File: config.mk
export PLATFORM = sky130hd
export DESIGN_NAME = tm1638_cmd_scheduler
export DESIGN_NICKNAME = d
export VERILOG_FILES = /design/src/rtl/tm1638_cmd_scheduler.sv
export SDC_FILE = /design/constraint.sdc
export NUM_CORES = 1
export LEC_CHECK = 0
export CAP_MARGIN = 10
export CORE_AREA = 10 10 96 98
export DETAILED_ROUTE_END_ITERATION = 16
export DIE_AREA = 0 0 106 108
export GPL_ROUTABILITY_DRIVEN = 1
export GPL_TIMING_DRIVEN = 0
export PLACE_DENSITY = 0.84
export SYNTH_ARGS = -nofsm -noshare
export SYNTH_HDL_FRONTEND = slang
export SYNTH_SLANG_ARGS = --single-unit
File: constraint.sdc
create_clock -name i_Clk -period 4.35 [get_ports i_Clk]
set_clock_uncertainty 0.15 [all_clocks]
set_input_delay 1.305 -clock i_Clk [delete_from_list [all_inputs] [get_ports i_Clk]]
set_output_delay 1.305 -clock i_Clk [all_outputs]
set_load 0.005 [all_outputs]
File: src/rtl/tm1638_cmd_scheduler.sv
// TM1638 command scheduler: brightness init, round-robin between display writes and timed key scans.
// Optional diagnostics (state, lost scan wraps) are enabled by defining TM1638_CMD_SCHEDULER_DIAG_EN.
module tm1638_cmd_scheduler #(
  parameter int unsigned SCAN_PERIOD_CYCLES = 1000,
  parameter int unsigned BRIGHTNESS         = 7,
  parameter int unsigned READ_WIDTH         = 32
) (
  input  logic                  i_Clk,
  input  logic                  i_Rst,
  input  logic                  i_Disp_Valid,
  input  logic [3:0]            i_Disp_Addr,
  input  logic [7:0]            i_Disp_Data,
  output logic                  o_Disp_Ready,
  output logic                  o_Cmd_Valid,
  output logic [1:0]            o_Cmd_Kind,
  output logic [7:0]            o_Cmd_Byte0,
  output logic [7:0]            o_Cmd_Byte1,
  input  logic                  i_Cmd_Ready,
  input  logic                  i_Cmd_Done,
  input  logic [READ_WIDTH-1:0] i_Read_Data,
  output logic [READ_WIDTH-1:0] o_Keys,
  output logic                  o_Keys_Valid
`ifdef TM1638_CMD_SCHEDULER_DIAG_EN
  ,
  output logic [2:0]            o_Diag_State,
  output logic [7:0]            o_Diag_Scan_Overruns
`endif
);

  typedef enum logic [2:0] {
    S_INIT  = 3'd0,
    S_IDLE  = 3'd1,
    S_MODE  = 3'd2,
    S_WRITE = 3'd3,
    S_SCAN  = 3'd4,
    S_WAIT  = 3'd5
  } state_t;

  typedef enum logic {
    GRANT_DISP = 1'b0,
    GRANT_SCAN = 1'b1
  } grant_t;

  localparam logic [1:0] KIND_CMD1 = 2'd0;
  localparam logic [1:0] KIND_CMD2 = 2'd1;
  localparam logic [1:0] KIND_READ = 2'd2;

  localparam logic [7:0] CMD_DISP_CTRL = {5'b10001, BRIGHTNESS[2:0]};
  localparam logic [7:0] CMD_WRITE_FIX = 8'h44;
  localparam logic [7:0] CMD_READ_KEYS = 8'h42;

  localparam int unsigned       CNT_W    = $clog2(SCAN_PERIOD_CYCLES);
  localparam logic [CNT_W-1:0]  CNT_LAST = CNT_W'(SCAN_PERIOD_CYCLES - 1);

  state_t                  state, state_nxt;
  state_t                  ret_state, ret_state_nxt;
  grant_t                  last_grant, last_grant_nxt;
  logic [3:0]              addr_q, addr_nxt;
  logic [7:0]              data_q, data_nxt;
  logic                    cmd_valid_nxt;
  logic [1:0]              cmd_kind_nxt;
  logic [7:0]              cmd_byte0_nxt, cmd_byte1_nxt;
  logic                    disp_ready_nxt;
  logic [READ_WIDTH-1:0]   keys_nxt;
  logic                    keys_valid_nxt;
  logic                    grant_scan;

  logic [CNT_W-1:0]        scan_cnt;
  logic                    scan_pending;
  logic                    scan_wrap;

  assign scan_wrap = (scan_cnt == CNT_LAST);

  // NOTE: every signal written here gets a default first, so no path leaves it unassigned and no latch is inferred.
  always_comb begin
    state_nxt      = state;
    ret_state_nxt  = ret_state;
    last_grant_nxt = last_grant;
    addr_nxt       = addr_q;
    data_nxt       = data_q;
    cmd_valid_nxt  = o_Cmd_Valid;
    cmd_kind_nxt   = o_Cmd_Kind;
    cmd_byte0_nxt  = o_Cmd_Byte0;
    cmd_byte1_nxt  = o_Cmd_Byte1;
    disp_ready_nxt = 1'b0;
    keys_nxt       = o_Keys;
    keys_valid_nxt = 1'b0;
    grant_scan     = 1'b0;

    unique case (state)
      S_INIT: begin
        if (o_Cmd_Valid && i_Cmd_Ready) begin
          cmd_valid_nxt = 1'b0;
          ret_state_nxt = S_IDLE;
          state_nxt     = S_WAIT;
        end else begin
          cmd_valid_nxt = 1'b1;
          cmd_kind_nxt  = KIND_CMD1;
          cmd_byte0_nxt = CMD_DISP_CTRL;
          cmd_byte1_nxt = 8'h00;
        end
      end

      S_IDLE: begin
        // Scan wins when it is the only request or when display went last.
        if (scan_pending && (!i_Disp_Valid || last_grant == GRANT_DISP)) begin
          grant_scan     = 1'b1;
          last_grant_nxt = GRANT_SCAN;
          state_nxt      = S_SCAN;
          cmd_valid_nxt  = 1'b1;
          cmd_kind_nxt   = KIND_READ;
          cmd_byte0_nxt  = CMD_READ_KEYS;
          cmd_byte1_nxt  = 8'h00;
        end else if (i_Disp_Valid) begin
          disp_ready_nxt = 1'b1;
          addr_nxt       = i_Disp_Addr;
          data_nxt       = i_Disp_Data;
          last_grant_nxt = GRANT_DISP;
          state_nxt      = S_MODE;
          cmd_valid_nxt  = 1'b1;
          cmd_kind_nxt   = KIND_CMD1;
          cmd_byte0_nxt  = CMD_WRITE_FIX;
          cmd_byte1_nxt  = 8'h00;
        end
      end

      S_MODE, S_WRITE, S_SCAN: begin
        if (o_Cmd_Valid && i_Cmd_Ready) begin
          cmd_valid_nxt = 1'b0;
          ret_state_nxt = (state == S_MODE) ? S_WRITE : S_IDLE;
          state_nxt     = S_WAIT;
        end
      end

      S_WAIT: begin
        if (i_Cmd_Done) begin
          state_nxt = ret_state;
          if (o_Cmd_Kind == KIND_READ) begin
            keys_nxt       = i_Read_Data;
            keys_valid_nxt = 1'b1;
          end
          if (ret_state == S_WRITE) begin
            cmd_valid_nxt = 1'b1;
            cmd_kind_nxt  = KIND_CMD2;
            cmd_byte0_nxt = {4'hC, addr_q};
            cmd_byte1_nxt = data_q;
          end
        end
      end

      default: state_nxt = S_INIT;
    endcase
  end

  // NOTE: sequential state uses non-blocking assignments so every register samples pre-edge values.
  always_ff @(posedge i_Clk or posedge i_Rst) begin
    if (i_Rst) begin
      state        <= S_INIT;
      ret_state    <= S_IDLE;
      last_grant   <= GRANT_SCAN;
      addr_q       <= '0;
      data_q       <= '0;
      o_Cmd_Valid  <= 1'b0;
      o_Cmd_Kind   <= KIND_CMD1;
      o_Cmd_Byte0  <= '0;
      o_Cmd_Byte1  <= '0;
      o_Disp_Ready <= 1'b0;
      o_Keys       <= '0;
      o_Keys_Valid <= 1'b0;
    end else begin
      state        <= state_nxt;
      ret_state    <= ret_state_nxt;
      last_grant   <= last_grant_nxt;
      addr_q       <= addr_nxt;
      data_q       <= data_nxt;
      o_Cmd_Valid  <= cmd_valid_nxt;
      o_Cmd_Kind   <= cmd_kind_nxt;
      o_Cmd_Byte0  <= cmd_byte0_nxt;
      o_Cmd_Byte1  <= cmd_byte1_nxt;
      o_Disp_Ready <= disp_ready_nxt;
      o_Keys       <= keys_nxt;
      o_Keys_Valid <= keys_valid_nxt;
    end
  end

  // Clearing on grant takes priority: a wrap landing on the grant edge is a lost wrap.
  always_ff @(posedge i_Clk or posedge i_Rst) begin
    if (i_Rst) begin
      scan_cnt     <= '0;
      scan_pending <= 1'b0;
    end else begin
      scan_cnt <= scan_wrap ? '0 : scan_cnt + 1'b1;
      if (grant_scan)
        scan_pending <= 1'b0;
      else if (scan_wrap)
        scan_pending <= 1'b1;
    end
  end

`ifdef TM1638_CMD_SCHEDULER_DIAG_EN
  logic [7:0] overruns;

  always_ff @(posedge i_Clk or posedge i_Rst) begin
    if (i_Rst)
      overruns <= '0;
    else if (scan_wrap && scan_pending && overruns != 8'hFF)
      overruns <= overruns + 8'd1;
  end

  assign o_Diag_State         = state;
  assign o_Diag_Scan_Overruns = overruns;
`endif

endmodule

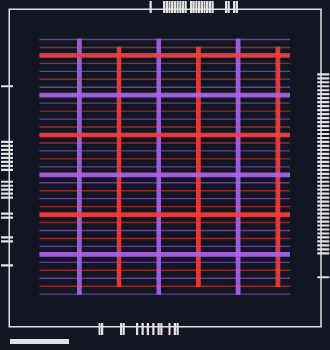
**Above:** supply network.
The bar under the picture is 20 um long. Pins as bars on the die edge.
red -> VDD
purple -> VSS
met5 straps = 6
met4 straps = 6
rows = 32
signal pins = 102
met1 rails = 33

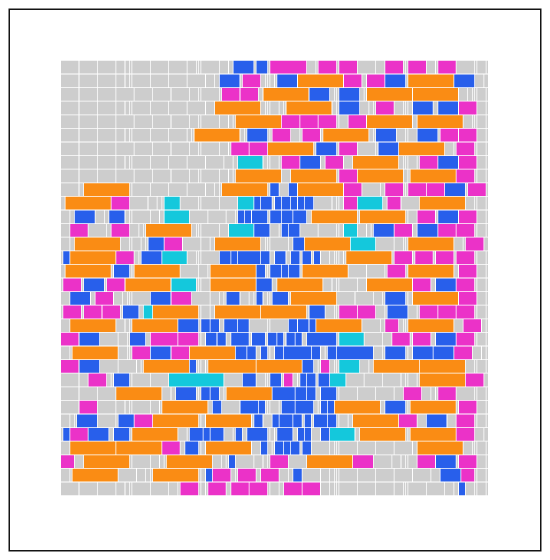
**Above:** placement by cell class.
Fill, decap, tap and diode cells in grey.
blue -> remaining logic cells  # cells 161, share of their area 27%
magenta -> remaining buffers and delay cells  # cells 111, share of their area 25%
orange -> sequential cells  # cells 79, share of their area 44%
cyan -> clock drivers and dummy loads  # cells 16, share of their area 4.5%

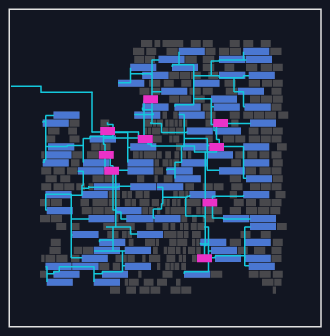
**Above:** clock distribution.
blue -> flip-flops  # count 79
cyan -> clock wires  # length 880 um
magenta -> clock-net drivers  # count 9
flops lie = widely spread

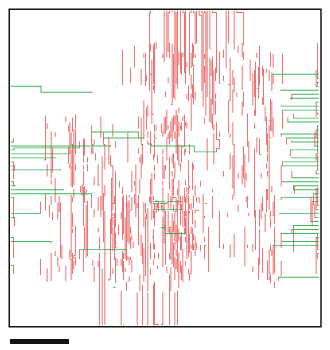
**Above:** metal layers overlaid.
The bar under the picture is 20 um long. Two of the layers only.
green -> M3  # wire length 636 um
red -> M2  # wire length 3720 um

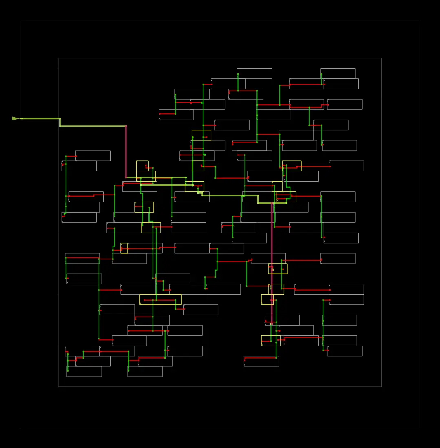
**Above:** the clock network.
registers: 79
clk latency late pin: 0.34 ns
clk sink count: 79

==> impl_metrics.ini <==
; synthesis and place-and-route metrics
[outcome]
status = finished, final reports clean

[layout]
stdcell_count = 469
fin_nets = 412
top_regs = o_Keys (32), scan_cnt (10)
inverters = 9
largest_cell_class = flip-flops and latches
clk_share_pct = 4.40
diodes = 0
drive_above_1_share_pct = 22.1
comb_area_share_pct = 25.5
nNonClkBuffers = 111

[clock_network]
ctsResizeCount = 0
htree_num_levels = 3
path_clk_slew_ns = 0.09
cts_buffers = 9
cts_tree = done

[place]
pre_cts_ws_ns = 1.16
dp_cells = 453
dp_hpwl_mm = 5.97
globalplace.congestion = 0.792

[final_timing]
hold_viol = 0
worstMarginPinSlew_ns = 0.629
relSlewSlack_pct = 57.8
finalMaxSlewViolations = 0
layout_setup_ws_ns = 1.48
fmax_mhz = 349

[yosys]
ys_warn_count = 0
async_reset_ff_share_pct = 100
ys_cells = 250
avgSynthCellArea_um2 = 13.1
ys_types = 44
postSynthCellCount = 250
synthFlopType = dfrtp_1
synth_area_leader_cell = dfrtp_1
syn_area_um2 = 3290
most_common_cell = dfrtp_1
ys_area_um2 = 3290
top_cells_by_count = dfrtp_1, mux2_2, nand2_1, o21ai_0, a22o_1

[pwr]
maxPowerGroup = sequential cells
p_sw_share_pct = 22.5
seq-power_mw = 0.735
ir_drop_uv = 176
comb_power_share_pct = 4.9
p_int_mw = 1.05
p_leak_nw = 2.18
clkPwrFrac_pct = 40.8

[global_route]
top_usage_layer = met2
grt_pass1_vias = 2455
grt_pass1_wl_mm = 12.5
antenna_found_initial = 0
use_met2_pct = 22.3
grt_usage_pct = 13.4
grt_max_degree = 44
gr-total-overflow = 0
globalRouteMet3Util_pct = 4.82

[die]
die_h_um = 108
die_area_um2 = 11400
taps = 102

[hold_path]
whs_path_depth = 1
hp-start = scan_cnt[0]$_DFF_PP0_
hp-class = reg2reg

[setup_path]
path_class = in2reg
critPathArrivalTime_ns = 2.95
cp-endpoint = o_Cmd_Byte1[0]$_DFFE_PP0P_
crit_start = i_Cmd_Done
critPathCaptureType = register
crit_family = buffers and inverters
worstReg2RegEnd = o_Keys[27]$_DFFE_PP0P_
worst-path-buf-inv = 3
startpoint_type = input port
critPathMaxFanout = 10

[job]
maxCapViolations = 0
warnings = 26

[detailed_routing]
route.met3.wl_um = 635
top_layer_used = met4
ant_nets = 0
drt-met1-wl_mm = 3.23
drt-initial-drc-count = 90
wirelength_mm = 7.66
==> cell usage in the layout, fill, tap and decap left out, types with 4 or more instances in the layout <==
cell type	instances
a21oi_1	8
xor2_1	4
a22o_1	10
o21ai_0	15
dfrtp_1	78
clkbuf_8	9
clkdlybuf4s50_1	99
nor2_1	8
nand2_1	15
mux2_2	43
nand3_1	7
inv_1	8
buf_4	5
==> cell families after synthesis <==
kind of cell | Yosys count | synth area share [%]
other | 1 | 0.114
adder cells (fa/ha/maj) | 1 | 0.381
AND/OR/NAND/NOR | 53 | 9.21
XOR/XNOR | 5 | 1.33
AND-OR/OR-AND | 46 | 9.40
multiplexers | 45 | 15.4
buffers and inverters | 20 | 3.96
flip-flops | 79 | 60.2
